### Wiring heat map

Bar = 20 um. 18 x 18 tiles, from black (low) to pale yellow (high), scaled to the fullest tile. Values are wire area over tile area, all layers added.
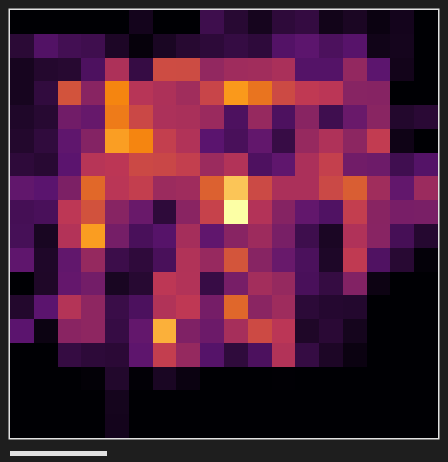
### Signal wires on met1

Bar = 20 um.
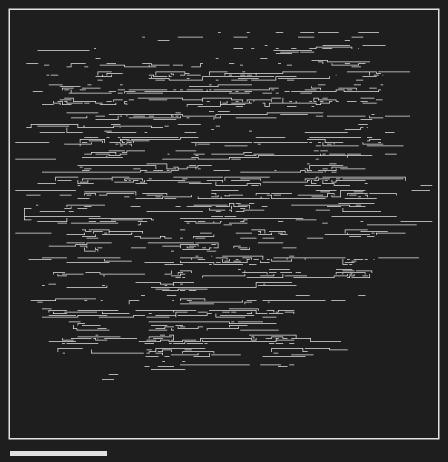
### Metal 2

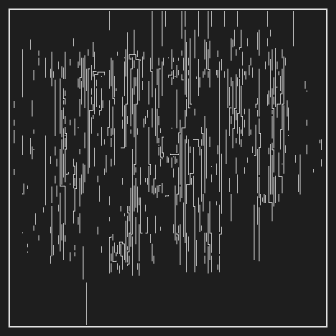
$ cat src/rtl/divider_n.sv
// Multi-cycle restoring divider (IDLE -> CALC -> FIX -> DONE), one quotient bit per cycle.
// Signed operation is compiled in only when DIVIDER_N_SIGNED_EN is defined; otherwise sgn is ignored.
module divider_n #(
  parameter int WIDTH = 8
) (
  input  logic             clk,
  input  logic             rst,
  input  logic             start,
  input  logic             sgn,
  input  logic [WIDTH-1:0] A,
  input  logic [WIDTH-1:0] B,
  output logic             busy,
  output logic             done,
  output logic             err,
  output logic [WIDTH-1:0] Q,
  output logic [WIDTH-1:0] R
);

  localparam int CW = $clog2(WIDTH + 1);

  typedef enum logic [1:0] {
    IDLE = 2'd0,
    CALC = 2'd1,
    FIX  = 2'd2,
    DONE = 2'd3
  } state_t;

  state_t           state;
  state_t           state_nxt;
  logic [CW-1:0]    cnt;
  logic [WIDTH-1:0] quo;
  logic [WIDTH-1:0] rem;
  logic [WIDTH-1:0] dvs;
  logic             neg_q;
  logic             neg_r;
  logic             busy_nxt;
  logic             done_nxt;

  logic             signed_op;
  logic             a_neg;
  logic             b_neg;
  logic [WIDTH-1:0] a_mag;
  logic [WIDTH-1:0] b_mag;
  logic             b_zero;
  logic [WIDTH:0]   shifted;
  logic [WIDTH:0]   trial;
  logic [WIDTH-1:0] rem_nxt;
  logic [WIDTH-1:0] quo_nxt;

`ifdef DIVIDER_N_SIGNED_EN
  assign signed_op = sgn;
`else
  // sgn is tied off but still referenced so the port is not flagged as unused.
  assign signed_op = sgn & 1'b0;
`endif

  assign a_neg  = signed_op & A[WIDTH-1];
  assign b_neg  = signed_op & B[WIDTH-1];
  assign a_mag  = a_neg ? ({WIDTH{1'b0}} - A) : A;
  assign b_mag  = b_neg ? ({WIDTH{1'b0}} - B) : B;
  assign b_zero = (B == {WIDTH{1'b0}});

  // Restoring step: shift the next dividend bit into the partial remainder and trial-subtract.
  // A set shifted[WIDTH] always exceeds dvs, so the subtraction cannot borrow in that case.
  assign shifted = {rem, quo[WIDTH-1]};
  assign trial   = shifted - {1'b0, dvs};
  assign rem_nxt = trial[WIDTH] ? shifted[WIDTH-1:0] : trial[WIDTH-1:0];
  assign quo_nxt = {quo[WIDTH-2:0], ~trial[WIDTH]};

  // State register
  always_ff @(posedge clk) begin
    if (rst) begin
      state <= IDLE;
    end else begin
      state <= state_nxt;
    end
  end

  // Next-state logic
  always_comb begin
    state_nxt = state;
    case (state)
      IDLE: begin
        if (start) begin
          state_nxt = b_zero ? DONE : CALC;
        end else begin
          state_nxt = IDLE;
        end
      end
      CALC: begin
        if (cnt == CW'(1)) begin
          state_nxt = FIX;
        end else begin
          state_nxt = CALC;
        end
      end
      FIX:     state_nxt = DONE;
      DONE:    state_nxt = IDLE;
      default: state_nxt = IDLE;
    endcase
  end

  // Output decode: done trails the DONE state by one edge so Q/R are already stable when it rises
  always_comb begin
    busy_nxt = (state_nxt == CALC) || (state_nxt == FIX);
    done_nxt = (state == DONE);
  end

  // Datapath and registered outputs
  always_ff @(posedge clk) begin
    if (rst) begin
      busy  <= 1'b0;
      done  <= 1'b0;
      err   <= 1'b0;
      Q     <= {WIDTH{1'b0}};
      R     <= {WIDTH{1'b0}};
      cnt   <= {CW{1'b0}};
      quo   <= {WIDTH{1'b0}};
      rem   <= {WIDTH{1'b0}};
      dvs   <= {WIDTH{1'b0}};
      neg_q <= 1'b0;
      neg_r <= 1'b0;
    end else begin
      busy <= busy_nxt;
      done <= done_nxt;
      case (state)
        IDLE: begin
          if (start) begin
            err <= b_zero;
            if (b_zero) begin
              Q <= {WIDTH{1'b1}};
              R <= A;
            end else begin
              quo   <= a_mag;
              rem   <= {WIDTH{1'b0}};
              dvs   <= b_mag;
              neg_q <= a_neg ^ b_neg;
              neg_r <= a_neg;
              cnt   <= CW'(WIDTH);
            end
          end
        end
        CALC: begin
          quo <= quo_nxt;
          rem <= rem_nxt;
          cnt <= cnt - CW'(1);
        end
        FIX: begin
          // Truncation toward zero: quotient sign from operand signs, remainder follows dividend.
          Q <= neg_q ? ({WIDTH{1'b0}} - quo) : quo;
          R <= neg_r ? ({WIDTH{1'b0}} - rem) : rem;
        end
        default: begin
        end
      endcase
    end
  end

endmodule

$ cat config.mk
export PLATFORM = sky130hd
export DESIGN_NAME = divider_n
export DESIGN_NICKNAME = d
export VERILOG_FILES = /design/src/rtl/divider_n.sv
export SDC_FILE = /design/constraint.sdc
export NUM_CORES = 1
export LEC_CHECK = 0
export ABC_AREA = 0
export CORE_MARGIN = 3
export CORE_UTILIZATION = 36
export CTS_CLUSTER_SIZE = 8
export DETAILED_ROUTE_END_ITERATION = 8
export SYNTH_ARGS = -nofsm -noshare
export SYNTH_HDL_FRONTEND = slang
export SYNTH_SLANG_ARGS = --single-unit
$ cat constraint.sdc
create_clock -name clk -period 2.65 [get_ports clk]
set_input_delay 0.53 -clock clk [delete_from_list [all_inputs] [get_ports clk]]
set_output_delay 0.53 -clock clk [all_outputs]
set_load 0.05 [all_outputs]
==> results.cfg <==
; synthesis and place-and-route metrics
[status]
status = completed

[finish]
antenna_cells = 0
n_fill_cell = 641

[drt]
wl_per_cell_um = 14.0

[floorplan]
fp_util_pct = 37.9
die_area_um2 = 7820

[power]
leakage_uw = 0.00118
powerComb_uw = 542

[yosys]
xor_share_pct = 1.07
most_common_cell = dfxtp_1

[cts]
htree_num_levels = 2
cts_tree = yes
hold_buffers = 0
cts_resized = 0
ctsRootBufferMaster = clkbuf_8

[final_timing]
finalClockPeriodUsage_pct = 92.5

[critical_path]
worstPathMaxFanout = 10
cp-startpoint = quo[7]

[global_route]
globalRoute.busiestLayer = met2

[placed_design]
dpl_cell_area_um2 = 2920
Back to the opening pictures, 'Wiring heat map':
nearly empty tiles: 24%
tiles over half the peak: 12%
densest ninth of the die: middle
mean over tiles: 0.11
emptiest ninth of the die: bottom right

Back to the opening pictures, 'Signal wires on met1':
nets with wire on the layer: 326
main direction: horizontal
longest straight run: 25.3 um
WL final: 5.67 mm
via count: 2177
met1 usage in global routing: 21.7%

Back to the opening pictures, 'Metal 2':
longest straight run: 36.4 um
wire length on this layer: 2540 um
main direction: vertical
share of all routed wire: 45%
nets with wire on the layer: 294

